===== src/rtl/lut_array_serializer_pkg.sv =====
// Shared definitions for the LUT-array serializer slice.
//   - default array shape (rows x element width)
//   - element / array word types for the default shape
//   - serializer control states
package lut_array_pkg;

    localparam int DEF_ROWS   = 2;
    localparam int DEF_ELEM_W = 2;

    typedef logic [DEF_ELEM_W-1:0] elem_t;
    typedef elem_t                 word_t [DEF_ROWS];

    typedef enum logic [0:0] {
        ST_IDLE = 1'b0,
        ST_SEND = 1'b1
    } state_e;

endpackage : lut_array_pkg


===== src/rtl/lut_array_serializer_if.sv =====
// Handshake bundle between an array-word producer, the serializer and an
// element consumer.
//   I_valid/I_ready/I            : nested-array word in (I[0] emitted first)
//   O_valid/O_ready/O/O_idx/O_last: one element per beat out
// Modports: slave = serializer side, master = producer/consumer side.
interface lut_array_serializer_if
    import lut_array_pkg::*;
#(
    parameter int ROWS   = DEF_ROWS,
    parameter int ELEM_W = DEF_ELEM_W
);
    localparam int IDX_W = $clog2(ROWS);

    logic              I_valid;
    logic              I_ready;
    logic [ELEM_W-1:0] I [ROWS];
    logic              O_valid;
    logic              O_ready;
    logic [ELEM_W-1:0] O;
    logic [IDX_W-1:0]  O_idx;
    logic              O_last;

    modport slave (
        input  I_valid, I, O_ready,
        output I_ready, O_valid, O, O_idx, O_last
    );

    modport master (
        output I_valid, I, O_ready,
        input  I_ready, O_valid, O, O_idx, O_last
    );

endinterface : lut_array_serializer_if


===== src/rtl/lut_array_serializer.sv =====
// Serializes one ROWS x ELEM_W nested-array word into ROWS single-element
// beats, index 0 first. Words may follow back to back with no bubble: the
// next word is taken on the same edge that retires the last beat.
//   CLK         : clock, rising edge
//   ASYNCRESETN : asynchronous active-low reset (drops any word in flight)
//   bus         : lut_array_serializer_if.slave (word in, element out)
module lut_array_serializer
    import lut_array_pkg::*;
#(
    parameter int ROWS   = DEF_ROWS,
    parameter int ELEM_W = DEF_ELEM_W
)(
    input  logic                   CLK,
    input  logic                   ASYNCRESETN,
    lut_array_serializer_if.slave  bus
);

    localparam int               IDX_W    = $clog2(ROWS);
    localparam logic [IDX_W-1:0] LAST_IDX = IDX_W'(ROWS - 1);

    state_e            state_r;
    state_e            state_s;
    logic [IDX_W-1:0]  idx_r;
    logic [IDX_W-1:0]  idx_s;
    logic [ELEM_W-1:0] buf_r [ROWS];
    logic              load_s;
    logic              send_s;
    logic              last_s;

    assign send_s = (state_r == ST_SEND);
    assign last_s = (idx_r == LAST_IDX);

    // Control state and element index registers.
    always_ff @(posedge CLK or negedge ASYNCRESETN) begin
        if (!ASYNCRESETN) begin
            state_r <= ST_IDLE;
            idx_r   <= '0;
        end else begin
            state_r <= state_s;
            idx_r   <= idx_s;
        end
    end

    // Word buffer; loaded only when no element of the previous word is pending.
    always_ff @(posedge CLK or negedge ASYNCRESETN) begin
        if (!ASYNCRESETN) begin
            for (int k = 0; k < ROWS; k++) begin
                buf_r[k] <= '0;
            end
        end else if (load_s) begin
            for (int k = 0; k < ROWS; k++) begin
                buf_r[k] <= bus.I[k];
            end
        end
    end

    // Next-state logic: capture, advance, or chain into the next word on the last beat.
    always_comb begin
        state_s = state_r;
        idx_s   = idx_r;
        load_s  = 1'b0;
        case (state_r)
            ST_IDLE: begin
                if (bus.I_valid) begin
                    load_s  = 1'b1;
                    idx_s   = '0;
                    state_s = ST_SEND;
                end else begin
                    idx_s   = '0;
                end
            end
            ST_SEND: begin
                if (bus.O_ready) begin
                    if (last_s) begin
                        idx_s = '0;
                        if (bus.I_valid) begin
                            load_s  = 1'b1;
                            state_s = ST_SEND;
                        end else begin
                            state_s = ST_IDLE;
                        end
                    end else begin
                        idx_s = idx_r + IDX_W'(1);
                    end
                end else begin
                    idx_s = idx_r;
                end
            end
            default: begin
                state_s = ST_IDLE;
                idx_s   = '0;
            end
        endcase
    end

    // Outputs decode straight from registers; only I_ready looks at O_ready.
    assign bus.O_valid = send_s;
    assign bus.O       = send_s ? buf_r[idx_r] : '0;
    assign bus.O_idx   = idx_r;
    assign bus.O_last  = send_s && last_s;
    assign bus.I_ready = !send_s || (last_s && bus.O_ready);

endmodule : lut_array_serializer


===== src/flat_wrapper.sv =====
// flat-port wrapper written by rule: the top's interface ports become plain ports
module lut_array_serializer_flat import lut_array_pkg::*;
#(
    parameter int ROWS   = DEF_ROWS,
    parameter int ELEM_W = DEF_ELEM_W
)
  (CLK, ASYNCRESETN, bus_I_valid, bus_I, bus_O_ready, bus_I_ready, bus_O_valid, bus_O, bus_O_idx, bus_O_last);
  lut_array_serializer_if #(.ROWS(ROWS), .ELEM_W(ELEM_W)) bus_i ();
  input  logic CLK;
  input  logic ASYNCRESETN;
  input wire logic [$bits(bus_i.I_valid)-1:0] bus_I_valid;
  input wire logic [$bits(bus_i.I)-1:0] bus_I;
  input wire logic [$bits(bus_i.O_ready)-1:0] bus_O_ready;
  output wire logic [$bits(bus_i.I_ready)-1:0] bus_I_ready;
  output wire logic [$bits(bus_i.O_valid)-1:0] bus_O_valid;
  output wire logic [$bits(bus_i.O)-1:0] bus_O;
  output wire logic [$bits(bus_i.O_idx)-1:0] bus_O_idx;
  output wire logic [$bits(bus_i.O_last)-1:0] bus_O_last;
  assign bus_i.I_valid = bus_I_valid;
  assign bus_i.I = {>>{bus_I}};
  assign bus_i.O_ready = bus_O_ready;
  assign bus_I_ready = bus_i.I_ready;
  assign bus_O_valid = bus_i.O_valid;
  assign bus_O = bus_i.O;
  assign bus_O_idx = bus_i.O_idx;
  assign bus_O_last = bus_i.O_last;
  lut_array_serializer #(.ROWS(ROWS), .ELEM_W(ELEM_W)) u_core (.CLK(CLK), .ASYNCRESETN(ASYNCRESETN), .bus(bus_i));
endmodule

===== config.mk =====
export PLATFORM = sky130hd
export DESIGN_NAME = lut_array_serializer_flat
export DESIGN_NICKNAME = d
export VERILOG_FILES = /design/src/rtl/lut_array_serializer_pkg.sv /design/src/rtl/lut_array_serializer_if.sv /design/src/rtl/lut_array_serializer.sv /design/src/flat_wrapper.sv
export SDC_FILE = /design/constraint.sdc
export NUM_CORES = 1
export LEC_CHECK = 0
export CORE_AREA = 2 2 39 41
export CTS_CLUSTER_SIZE = 10
export DETAILED_ROUTE_END_ITERATION = 16
export DIE_AREA = 0 0 41 43
export DONT_BUFFER_PORTS = 1
export REMOVE_ABC_BUFFERS = 1
export SKIP_LAST_GASP = 1
export SLEW_MARGIN = 10
export SYNTH_ARGS = -nofsm -noshare
export SYNTH_HDL_FRONTEND = slang
export SYNTH_SLANG_ARGS = --single-unit

===== constraint.sdc =====
create_clock -name CLK -period 1.26 [get_ports CLK]
set_clock_uncertainty 0.15 [all_clocks]
set_input_delay 0.252 -clock CLK [delete_from_list [all_inputs] [get_ports CLK]]
set_output_delay 0.252 -clock CLK [all_outputs]
set_load 0.02 [all_outputs]

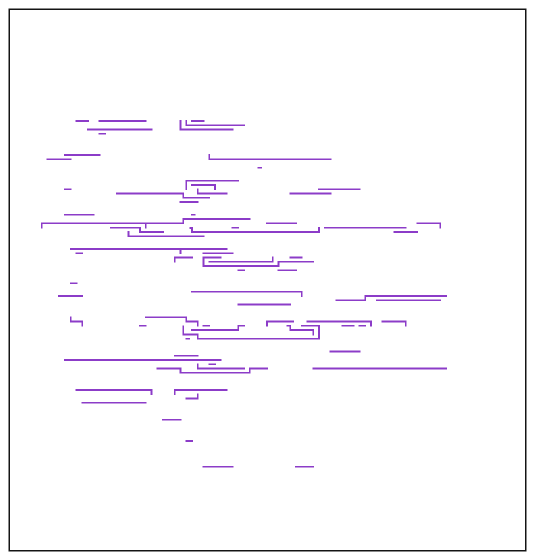
run_1/m1.png
wire length on this layer	287 um
longest straight run	12.4 um
main direction	horizontal

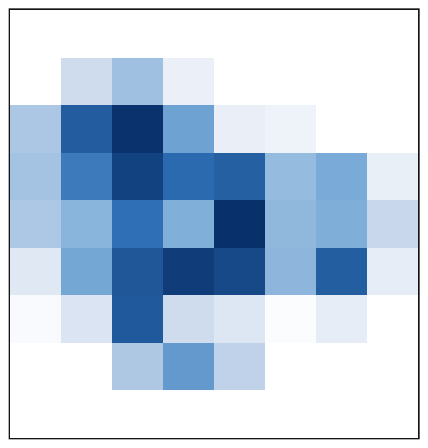
run_1/util_map.png
8 x 9 tiles, from white (low) to dark blue (high), 0 to 100% covered.
tiles over 75% full	15%
fullest tile	100%
mean over tiles	27%
nearly empty tiles	42%
emptiest ninth of the die	north-east
densest ninth of the die	centre

==> run_results.csv, run 1 <==
group,metric,value,unit
final_timing,final-setup-viol-count,10,
status,outcome,"complete, but fails checks",
global_route,grt-busiest-layer,"met2",
critical_path,cp.required,0.86,ns
status,violations,"setup timing",
critical_path,worst_setup_path_end_kind,"output pin",
final_timing,totalNegativeSetupSlack,-1.28,ns
synth,synth.cell_area,319,um2
layout,clock_tree_area_fraction,4.49,%
global_route,grtUsageMet3,4.19,%
power,power-per-cell-area,2520,mW/mm2
worst_hold_path,hold-path-endpoint,"u_core.buf_r[0]",
power,net-switching-power,464,uW
layout,fill_cells,141,
critical_path,crit-reg2reg-launch,"u_core.bus.O_idx",
power,power_switching_share,36.6,%
worst_hold_path,worst_hold_startpoint,"bus_I_valid",
global_route,grt_pass1_vias,286,
final_timing,pnr_worst_setup_slack,-0.196,ns
power,p_comb,744,uW
job,max-cap-violations,0,
clocking,clk-insertion-delay-late,0.24,ns
layout,fin_nets,56,
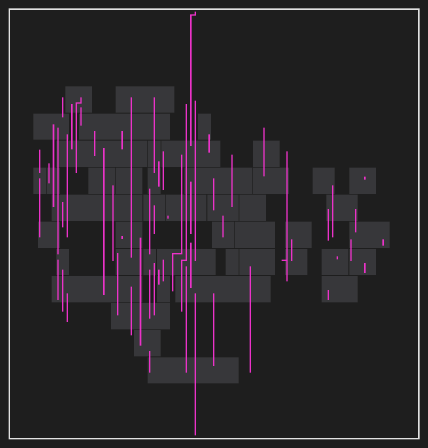
run_1/m2.png
share of all routed wire	46%
main direction	vertical
wire length on this layer	336 um
nets with wire on the layer	47
longest straight run	16.0 um

==> run 1: cells by family (layout without fill, tap and decap cells) <==
kind of cell	after synthesis	count (layout)	synth area share, %
simple gates	11	11	20.0
compound gates	5	5	14.5
xor+xnor	1	1	2.75
mux	2	2	6.27
flops	6	6	47.1
buf+inv	6	21	9.41
==> run 1: metrics by stage <==
stage / std cells / utilization, % / hold slack (ns) / power, uW / instance area (um2)
after floorplan: 30 / - / -0.194 / 690 / 308
after global placement: 54 / 28.0 / -0.193 / 909 / 388
after detailed placement: 54 / 28.0 / -0.193 / 914 / 388
after CTS: 59 / 34.1 / 0.0185 / 1200 / 472
after global routing: 62 / 36.3 / 0.0161 / 1370 / 502
final: 62 / 36.3 / 0.0297 / 1270 / 502
==> run 1: how the worst max path moves through the flow <==
stage                           startpoint              end  slack (ns)  cells past startpoint
after floorplan           u_core.bus.O_idx         bus_O[0]       -0.15                      2
after global placement    u_core.bus.O_idx  u_core.buf_r[3]       -0.02                      3
after detailed placement  u_core.bus.O_idx  u_core.buf_r[1]       -0.04                      3
after CTS                 u_core.bus.O_idx         bus_O[0]       -0.22                      3
after global routing      u_core.bus.O_idx      bus_I_ready       -0.26                      3
final                     u_core.bus.O_idx      bus_I_ready       -0.20                      3
==> run 1: sequential cells by signal, indices dropped and copies added (netlist names) <==
register / cells
u_core.buf_r: 4
u_core.bus.O_idx: 1
u_core.bus.O_valid: 1
==> run 1: Yosys cell counts <==
library cell  n  area share, %
a21boi_2      1            3.5
and2_1        2            3.9
and3_4        1            3.5
buf_6         1            3.5
dfrtp_1       6             47
inv_1         4            4.7
inv_2         1            1.2
mux2i_1       2            6.3
nand2_1       4            4.7
nor2b_1       3            5.9
o32ai_1       4             11
or2_1         1            2.0
xor2_1        1            2.7
--- run 2 (diff from run 1) ---
- SKIP_CTS_REPAIR_TIMING: default -> 1
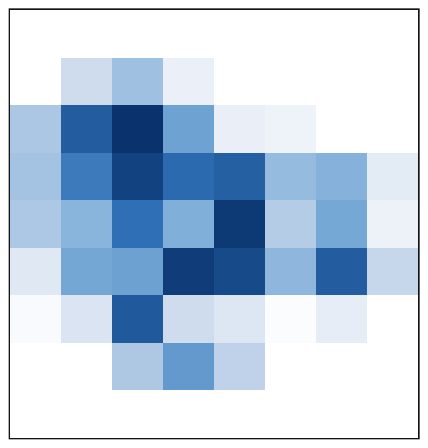
run_2/util_map.png
8 x 9 tiles, from white (low) to dark blue (high), 0 to 100% covered.
nearly empty tiles	42%
tiles over 75% full	14%
mean over tiles	27%
emptiest ninth of the die	north-east
fullest tile	99%

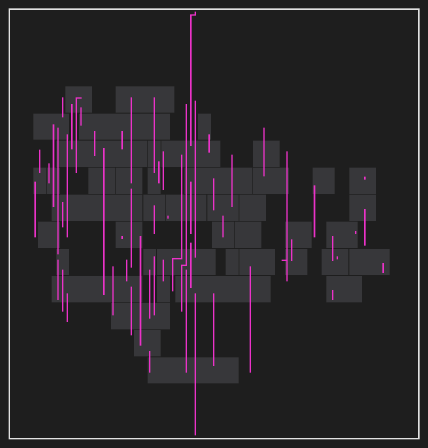
run_2/m2.png
longest straight run	16.2 um
nets with wire on the layer	46
share of all routed wire	45%

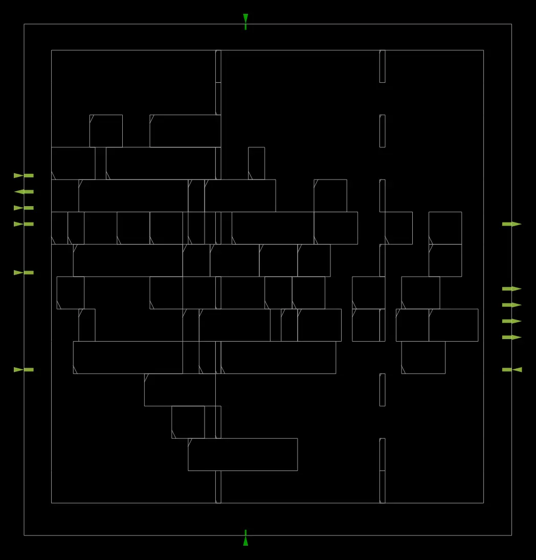
run_2/placed.png
row count: 14
number of filler cells placed in the layout: 143
area inside the core boundary: 0.00138 mm2
inserted tap cell count: 16

==> run 2 against run 1 <==
The flow still finishes with violations (setup timing). First-iteration DRC count up 25%. Sequential cell count unchanged. Synthesized cell count unchanged. Hold slack about the same. Critical endpoint is now bus_O[1]. Largest power group unchanged. Highest routed layer unchanged.
==> run_results.csv, run 2 <==
group,metric,value,unit
layout,register_with_the_highest_flop_count,"u_core.buf_r",
layout,largest_register_ff_count,4,
synth,synth.cell_area,319,um2
final_timing,totalNegativeSetupSlack,-1.33,ns
status,outcome,"complete, but fails checks",
layout,number_of_cells_in_the_finished_layout_apart_from_fillers,61,
synth,cell_type_with_the_largest_total_area_after_synthesis,"dfrtp_1",
synth,netlist.top_cell.by_instances,"dfrtp_1",
synth,proportion_of_synthesized_flip_flops_having_asynchronous_set_or_reset,100,%
placed_design,dpl-instance-area,388,um2
layout,fin_nets,55,
job,max-cap-violations,0,
synth,postSynth.topFlopCell,"dfrtp_1",
synth,top_cell_area_share,47.1,%
final_timing,final-setup-viol-count,10,
status,violations,"setup timing",
critical_path,cp.required,0.86,ns
final_timing,hold_ws,0.0298,ns
power,power.total,1250,uW
final_timing,pnr_worst_setup_slack,-0.197,ns
synth,post_synth_most_frequent_cells,"dfrtp_1, inv_1, nand2_1, o32ai_1, nor2b_1",
==> run 2: final timing paths <==
| kind | start | end | slack (ns) | cells after the start |
|---|---|---|---|---|
| max | u_core.bus.O_valid | bus_O[1] | -0.20 | 3 |
| min | bus_I_valid | u_core.buf_r[0] | 0.03 | 2 |
| max reg2reg | u_core.bus.O_idx | u_core.buf_r[1] | -0.12 | 4 |
| min reg2reg | u_core.bus.O_valid | u_core.bus.O_idx | 0.40 | 1 |
| max in group asynchronous | ASYNCRESETN | u_core.bus.O_idx | 0.56 | 1 |
| min in group asynchronous | ASYNCRESETN | u_core.buf_r[1] | 0.17 | 1 |
==> run 2: per-layer routing <==
metal | part of all wire, % | wire length (um) | global-route usage [%]
met5 | 0 | 0 | 0
met1 | 40 | 288 | 12.9
met3 | 12 | 83 | 5.76
met4 | 3.1 | 22 | 10.0
met2 | 45 | 319 | 10.0
==> run 2: where the power goes <==
group	switching [uW]	internal, uW	total (uW)
Sequential	62.5	285	347
Clock	64.8	107	172
Combinational	331	398	729
==> run 2: worst max-delay path, cell delays in order (launching register included) <==
cell and delay [ns]:
dfrtp_1 0.39, buf_4 0.15, nor2b_1 0.12, buf_4 0.15
==> run 2: cell families after synthesis <==
kind of cell / count (synthesis) / synth area share (%)
simple gates: 11 / 20.0
mux: 2 / 6.27
buf+inv: 6 / 9.41
xor+xnor: 1 / 2.75
compound gates: 5 / 14.5
flops: 6 / 47.1
==> run 2: area by class of cell <==
class	count	area [um2]
Clock buffer	3	22.5
Fill cell	143	893
Inverter	5	18.8
Sequential cell	6	151
Timing Repair Buffer	12	98.8
Multi-Input combinational cell	19	179
Tap cell	16	20.0
--- run 3 (diff from run 2) ---
- SLEW_MARGIN: 10 -> default
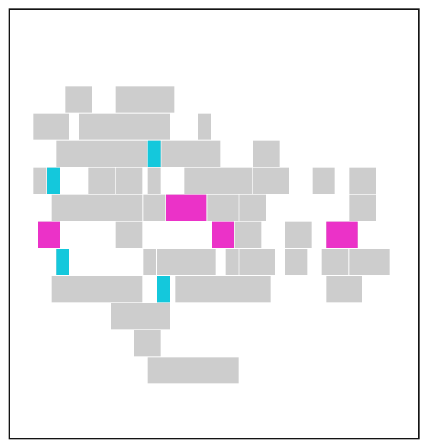
run_3/gates.png
colour	family	cells
magenta	and/or cells	4
cyan	nand cells	4

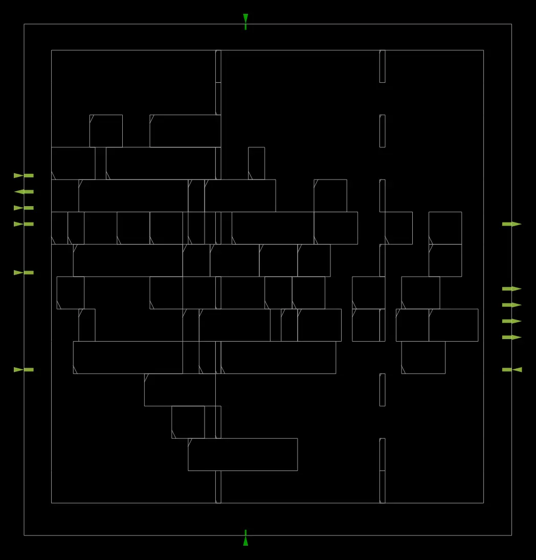
run_3/placed.png
num sequential: 6
final core utilization: 35.4%

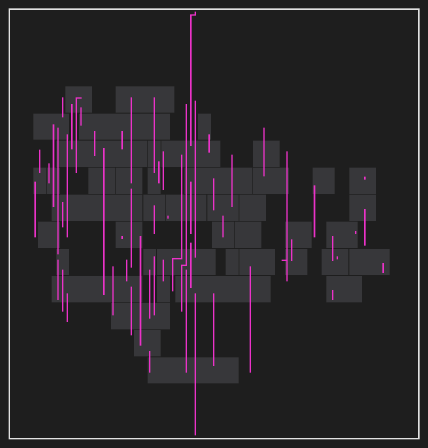
run_3/m2.png
met2 Usage GRT: 10.0%
total number of vias: 269

==> run 3 against run 2 <==
The run still ends with setup timing left. Critical path depth unchanged. Sequential cell count unchanged. Clock power about the same. Via count unchanged. Hold slack unchanged. Cell count unchanged. Clock-buffer cell count unchanged. Final area unchanged. Fmax unchanged. Combinational power about the same. Power unchanged. Die area unchanged. Critical endpoint unchanged. Largest power group unchanged.
==> run_results.csv, run 3 <==
group,metric,value,unit
status,outcome,"complete, but fails checks",
status,violations,"setup timing",
critical_path,cp.required,0.86,ns
synth,synth_flops,6,
layout,register_with_the_highest_flop_count,"u_core.buf_r",
final_timing,final-setup-viol-count,10,
layout,flow.area_growth_from_synthesis,53.7,%
job,max-cap-violations,0,
synth,cells_after_synth,31,
synth,netlist-cell-type-count,13,
layout,area.combinational,179,um2
synth,post_synth_most_frequent_cells,"dfrtp_1, inv_1, nand2_1, o32ai_1, nor2b_1",
final_timing,totalNegativeSetupSlack,-1.33,ns
synth,netlist.top_cell.by_instances,"dfrtp_1",
power,power.total,1250,uW
layout,fill_cells,143,
synth,synth.cell_area,319,um2
final_timing,hold_ws,0.0298,ns
power,cellLeakagePower,0.000232,uW
final_timing,pnr_worst_setup_slack,-0.197,ns
synth,cell_type_with_the_largest_total_area_after_synthesis,"dfrtp_1",
die,rows,14,
critical_path,critPathLaunch,"u_core.bus.O_valid",
global_route,grt_pass1_vias,250,
route,detailedRoute.firstIterationViolations,5,
synth,postSynth.topFlopCell,"dfrtp_1",
synth,top_cell_area_share,47.1,%
clocking,tritoncts_buffer_count,3,
final_timing,final.period_utilization,116,%
layout,fin_nets,55,
layout,layout.area.seq,151,um2
synth,proportion_of_synthesized_flip_flops_having_asynchronous_set_or_reset,100,%
worst_hold_path,worst_hold_startpoint,"bus_I_valid",
critical_path,crit-reg2reg-launch,"u_core.bus.O_idx",
die,floorplan.core_area,0.00138,mm2
layout,largest_register_ff_count,4,
die,floorplan.initialDensity,23.1,%
-- run 3: path summary, 6_finish.rpt --
| check | slack (ns) | endpoint | depth (start not counted) |
|---|---|---|---|
| max in group asynchronous | 0.56 | u_core.bus.O_idx | 1 |
| worst max register to register | -0.12 | u_core.buf_r[1] | 4 |
| worst min-delay path | 0.03 | u_core.buf_r[0] | 2 |
| worst min register to register | 0.40 | u_core.bus.O_idx | 1 |
| min in group asynchronous | 0.17 | u_core.buf_r[1] | 1 |
| worst max-delay path | -0.20 | bus_O[1] | 3 |
-- run 3: per-stage QoR --
stage | utilization [%] | cell area (um2) | worst slack [ns] | std cells
global placement | 28.0 | 388 | -0.0238 | 54
global route | 35.4 | 490 | -0.264 | 61
floorplan | - | 308 | -0.146 | 30
finish | 35.4 | 490 | -0.197 | 61
CTS | 29.7 | 410 | -0.271 | 57
detailed placement | 28.0 | 388 | -0.0394 | 54
-- run 3: area by class of cell --
cell class              instances  area share [%]
clock buffers                   3            4.59
inverters                       5            3.83
flip-flops and latches          6            30.9
repair buffers                 12            20.2
well taps                      16            4.08
multi-input cells              19            36.5
-- run 3: metal layers --
metal	share of wire [%]	track usage, %	up-vias
met5	0	0	-
met4	3.1	10.0	0
met3	12	5.76	4
met2	45	10.0	14
met1	40	12.9	118
li1	-	-	133
-- run 3: cells by family after synthesis --
logic type,Yosys count,share of synthesized area [%]
DFF,6,47.1
AOI/OAI and AO/OA,5,14.5
and+or+nand+nor,11,20.0
xor gates and xnor gates,1,2.75
buffers and inverters,6,9.41
muxes,2,6.27
-- run 3: power by group --
group	internal (uW)	switching, uW
clock	107	64.8
combinational	398	331
sequential	285	62.5
total	790	458
-- run 3: critical path: stages (launching register included) --
cell,delay [ns]
dfrtp_1,0.39
buf_4,0.15
nor2b_1,0.12
buf_4,0.15
Power figures rest on the tool's default switching activity, not on a simulated workload.
